Figure 1. Cell sizes after repair.
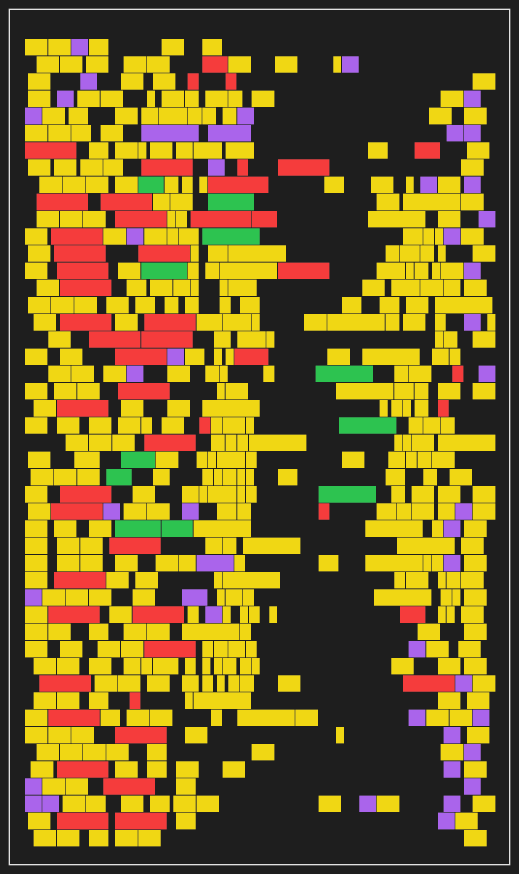
Figure 2. Sequential cells grouped by signal name.
Scale bar: 20 um. Other sequential cells in the stronger gray, the rest of the logic in the fainter gray.
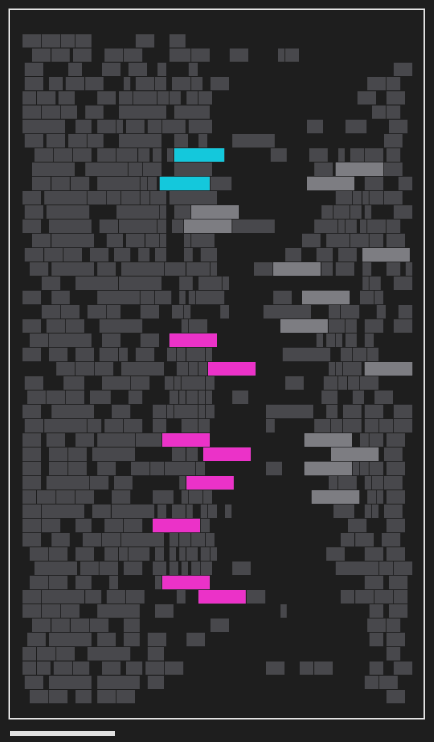
Figure 3. Cell placement.
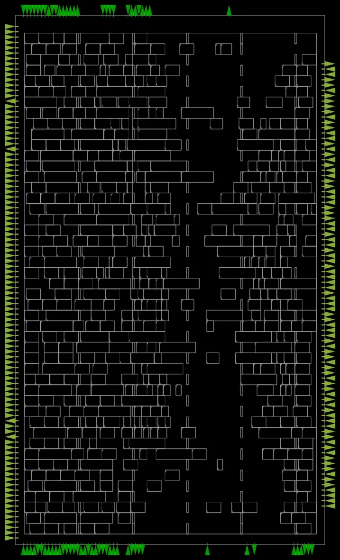
Figure 4. Routed clock nets over the placement.
Scale bar: 20 um.
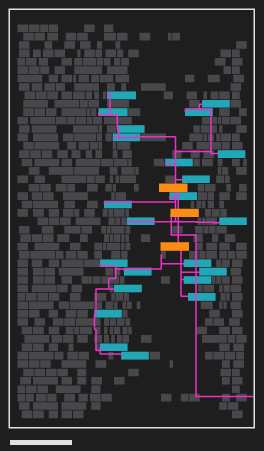
`config.mk`:
```
export PLATFORM = sky130hd
export DESIGN_NAME = hc_stream_arbiter
export DESIGN_NICKNAME = d
export VERILOG_FILES = /design/src/rtl/hc_stream_arbiter.sv
export SDC_FILE = /design/constraint.sdc
export NUM_CORES = 1
export LEC_CHECK = 0
export CORE_ASPECT_RATIO = 1.75
export CORE_MARGIN = 2
export CORE_UTILIZATION = 29
export DETAILED_ROUTE_END_ITERATION = 7
export GPL_TIMING_DRIVEN = 0
export PLACE_DENSITY = 0.82
export SYNTH_ARGS = -nofsm -noshare
export SYNTH_HDL_FRONTEND = slang
export SYNTH_SLANG_ARGS = --single-unit
```
`constraint.sdc`:
```
create_clock -name bus_clk -period 2.5 [get_ports bus_clk]
set_input_delay 0.25 -clock bus_clk [delete_from_list [all_inputs] [get_ports bus_clk]]
set_output_delay 0.25 -clock bus_clk [all_outputs]
set_load 0.02 [all_outputs]
```
`src/rtl/hc_stream_arbiter.sv`:
```
// hc_stream_arbiter
// Shares the Xillybus host-to-card (hcw) and card-to-host (hcr) streams
// between four compute cores on bus_clk.
//  - Write side: a header word picks the destination core ([31:30]) and the
//    payload length ([7:0]). The header itself is consumed and never
//    forwarded. The payload goes to that core's input FIFO with no added
//    latency.
//  - Read side: whole packets from the core output FIFOs are merged
//    round-robin. The source core ID is stamped into header bits [31:30].
// Ports:
//  bus_clk, reset (async, active-high)
//  user_w_hcw_*  : host write stream (wren/data/open in, full out)
//  core_in_*     : per-core input FIFO write enables, shared data, full flags
//  user_r_hcr_*  : host read stream (rden/open in, data/empty/eof out)
//  core_out_*    : per-core output FIFO read enables, flattened data, empty flags
//  wr_abort      : one-cycle pulse when hcw closes mid-packet
//
// state  | meaning
// W_HDR  | waiting for a header word on hcw
// W_PAY  | forwarding payload words to core_in[dest]
// R_ARB  | round-robin search for a core with pending output
// R_HDR  | reading the header word of the granted core
// R_LEN  | header valid on the bus: stamp the ID, load the length
// R_PKT  | streaming payload words from the granted core
module hc_stream_arbiter #(
  parameter int NCORES = 4,
  parameter int DW     = 32
) (
  input  logic                 bus_clk,
  input  logic                 reset,
  input  logic                 user_w_hcw_wren,
  input  logic [DW-1:0]        user_w_hcw_data,
  input  logic                 user_w_hcw_open,
  output logic                 user_w_hcw_full,
  output logic [NCORES-1:0]    core_in_wren,
  output logic [DW-1:0]        core_in_data,
  input  logic [NCORES-1:0]    core_in_full,
  input  logic                 user_r_hcr_rden,
  input  logic                 user_r_hcr_open,
  output logic [DW-1:0]        user_r_hcr_data,
  output logic                 user_r_hcr_empty,
  output logic                 user_r_hcr_eof,
  output logic [NCORES-1:0]    core_out_rden,
  input  logic [NCORES*DW-1:0] core_out_data,
  input  logic [NCORES-1:0]    core_out_empty,
  output logic                 wr_abort
);

  typedef enum logic {W_HDR, W_PAY} w_state_t;
  typedef enum logic [1:0] {R_ARB, R_HDR, R_LEN, R_PKT} r_state_t;

  w_state_t   w_state, w_next;
  logic [1:0] dest, dest_next;
  logic [7:0] cnt, cnt_next;

  r_state_t   r_state, r_next;
  logic [1:0] grant, grant_next;
  logic [7:0] rem, rem_next;

  logic [DW-1:0] out_word;
  logic          rd_ok;
  logic          found;
  logic [1:0]    pick;

  // ---------------- write path ----------------
  always_ff @(posedge bus_clk or posedge reset) begin
    if (reset) begin
      w_state <= W_HDR;
      dest    <= '0;
      cnt     <= '0;
    end else begin
      w_state <= w_next;
      dest    <= dest_next;
      cnt     <= cnt_next;
    end
  end

  always_comb begin
    w_next    = w_state;
    dest_next = dest;
    cnt_next  = cnt;
    case (w_state)
      W_HDR: begin
        if (user_w_hcw_wren) begin
          dest_next = user_w_hcw_data[31:30];
          cnt_next  = user_w_hcw_data[7:0];
          w_next    = (user_w_hcw_data[7:0] != 8'd0) ? W_PAY : W_HDR;
        end
      end
      default: begin
        if (user_w_hcw_wren) cnt_next = cnt - 8'd1;
        // A final word arriving together with the close still completes the packet.
        if (user_w_hcw_wren && cnt == 8'd1) begin
          w_next = W_HDR;
        end else if (!user_w_hcw_open) begin
          w_next   = W_HDR;
          cnt_next = 8'd0;
        end
      end
    endcase
  end

  always_comb begin
    user_w_hcw_full = 1'b0;
    core_in_wren    = '0;
    wr_abort        = 1'b0;
    if (w_state == W_PAY) begin
      user_w_hcw_full    = core_in_full[dest];
      core_in_wren[dest] = user_w_hcw_wren;
      wr_abort           = !user_w_hcw_open && !(user_w_hcw_wren && cnt == 8'd1);
    end
  end

  assign core_in_data = user_w_hcw_data;

  // ---------------- read path ----------------
  always_ff @(posedge bus_clk or posedge reset) begin
    if (reset) begin
      r_state <= R_ARB;
      grant   <= 2'd3;
      rem     <= '0;
    end else begin
      r_state <= r_next;
      grant   <= grant_next;
      rem     <= rem_next;
    end
  end

  // Round-robin search starting just after the current grant; i = 4 wraps
  // back to the current grant, so it has the lowest priority.
  always_comb begin
    found = 1'b0;
    pick  = grant;
    for (int i = 1; i <= NCORES; i++) begin
      if (!found && !core_out_empty[grant + 2'(i)]) begin
        found = 1'b1;
        pick  = grant + 2'(i);
      end
    end
  end

  assign out_word = core_out_data[{grant, 5'd0} +: DW];

  always_comb begin
    r_next     = r_state;
    grant_next = grant;
    rem_next   = rem;
    // A closed stream freezes the FSM so a packet resumes on reopen.
    if (user_r_hcr_open) begin
      case (r_state)
        R_ARB: begin
          if (found) begin
            grant_next = pick;
            r_next     = R_HDR;
          end
        end
        R_HDR: if (rd_ok) r_next = R_LEN;
        R_LEN: begin
          rem_next = out_word[7:0];
          r_next   = (out_word[7:0] == 8'd0) ? R_ARB : R_PKT;
        end
        default: begin
          if (rd_ok) begin
            rem_next = rem - 8'd1;
            if (rem == 8'd1) r_next = R_ARB;
          end
        end
      endcase
    end
  end

  always_comb begin
    user_r_hcr_empty = 1'b1;
    core_out_rden    = '0;
    user_r_hcr_data  = out_word;
    user_r_hcr_eof   = 1'b0;
    if (user_r_hcr_open && (r_state == R_HDR || r_state == R_PKT))
      user_r_hcr_empty = core_out_empty[grant];
    // A read while empty is a host protocol violation and is dropped here.
    rd_ok = user_r_hcr_rden && !user_r_hcr_empty;
    if (rd_ok) core_out_rden[grant] = 1'b1;
    if (r_state == R_LEN) user_r_hcr_data = {grant, out_word[29:0]};
  end

endmodule

```
==> flow_metrics.env <==
# implementation run metrics
export IMPL_grt_max_degree=24
export IMPL_diodes=3
export IMPL_crit_path_end="r_state[1]"
export IMPL_cp_common_cell="buf_12"
export IMPL_dieArea_um2=10700
export IMPL_pg_seq_mw=0.656
export IMPL_syn_inst=283
export IMPL_gp_congestion=0.869
export IMPL_critPathMaxStageDelay_ns=0.56
export IMPL_switching_power_mw=2.06
export IMPL_clock_fmax_ghz=0.407
export IMPL_multiInputGateArea_um2=1900
export IMPL_r2r_end="r_state[1]"
export IMPL_final_util=0.574
export IMPL_largest_class="buffers"
export IMPL_powerDensity_nw_per_um2=838
export IMPL_drive_gt1_frac=0.205
export IMPL_critical_path_depth=7
export IMPL_seqCellArea_um2=578
export IMPL_crit_required_ns=2.65
export IMPL_p_int_mw=2.53
export IMPL_drtIter0Drc=138
export IMPL_pwr_share_clk=0.079
export IMPL_slew_viol_final=0
export IMPL_rows=47
export IMPL_critPathSlowestCell="dfstp_2"
export IMPL_nNonClkBuffers=281
export IMPL_synth_chip_area_um2=2850
export IMPL_r2r_start="grant[0]"
export IMPL_antenna_found_initial=1
export IMPL_outcome="finished clean"
export IMPL_sh_seq_area=0.106
export IMPL_syn_cell_area_um2=2850
export IMPL_die_y_um=135
export IMPL_clock_latency_late_pin_ns=0.26
export IMPL_tightest_slew_ns=0.982
export IMPL_fin_crit_sh=0.982
export IMPL_min_path_type="in -> async"
Back to the opening pictures, Figure 1:
[green] _6 and larger | cells: 11 | share: 2.1% | most used: clkbuf_16
[purple] _3 and _4 cells | cells: 45 | share: 8.7% | most used: buf_4
[red] _2 cells | cells: 50 | share: 9.7% | most used: mux4_2
[yellow] _0 and _1 cells | cells: 412 | share: 80% | most used: clkdlybuf4s50_1

Back to the opening pictures, Figure 2:
[magenta] rem | sequential cells: 8
[cyan] grant | sequential cells: 2
not colored: 13

Back to the opening pictures, Figure 3:
non-filler cells, final: 643
flop count: 23
# fillers: 817

Back to the opening pictures, Figure 4:
[magenta] clock wires | length: 401 um
[orange] clock drivers | count: 3
[cyan] flip-flops | count: 23
routed clock nets: 4

-- through the flow --
step	setup TNS [ns]	hold WS (ns)	setup slack [ns]	power (mW)
after floorplan	0	0.250	0.0746	2.78
after global placement	-9.91	0.495	-0.523	4.05
after detailed placement	-10.92	0.503	-0.557	4.12
after CTS	-0.00212	0.525	-0.00212	4.46
after global routing	-0.0245	0.544	-0.0144	4.85
final	0	0.527	0.0454	4.58
-- per-layer routing --
metal | up-vias | wire (um) | GRT usage
li1 | 1523 | - | -
met1 | 1593 | 4350 | 0.243
met2 | 246 | 7110 | 0.471
met3 | 22 | 1440 | 0.0735
met4 | 0 | 278 | 0.0594
met5 | - | 0 | 0
-- what timing repair did --
item                                    4_1_cts  5_1_grt
gates resized                                70       18
buffers inserted                              1        4
endpoints found under the setup margin       43       33
gates cloned                                  0        1
pin swaps                                     1        1
Power and IR drop assume default switching activity.
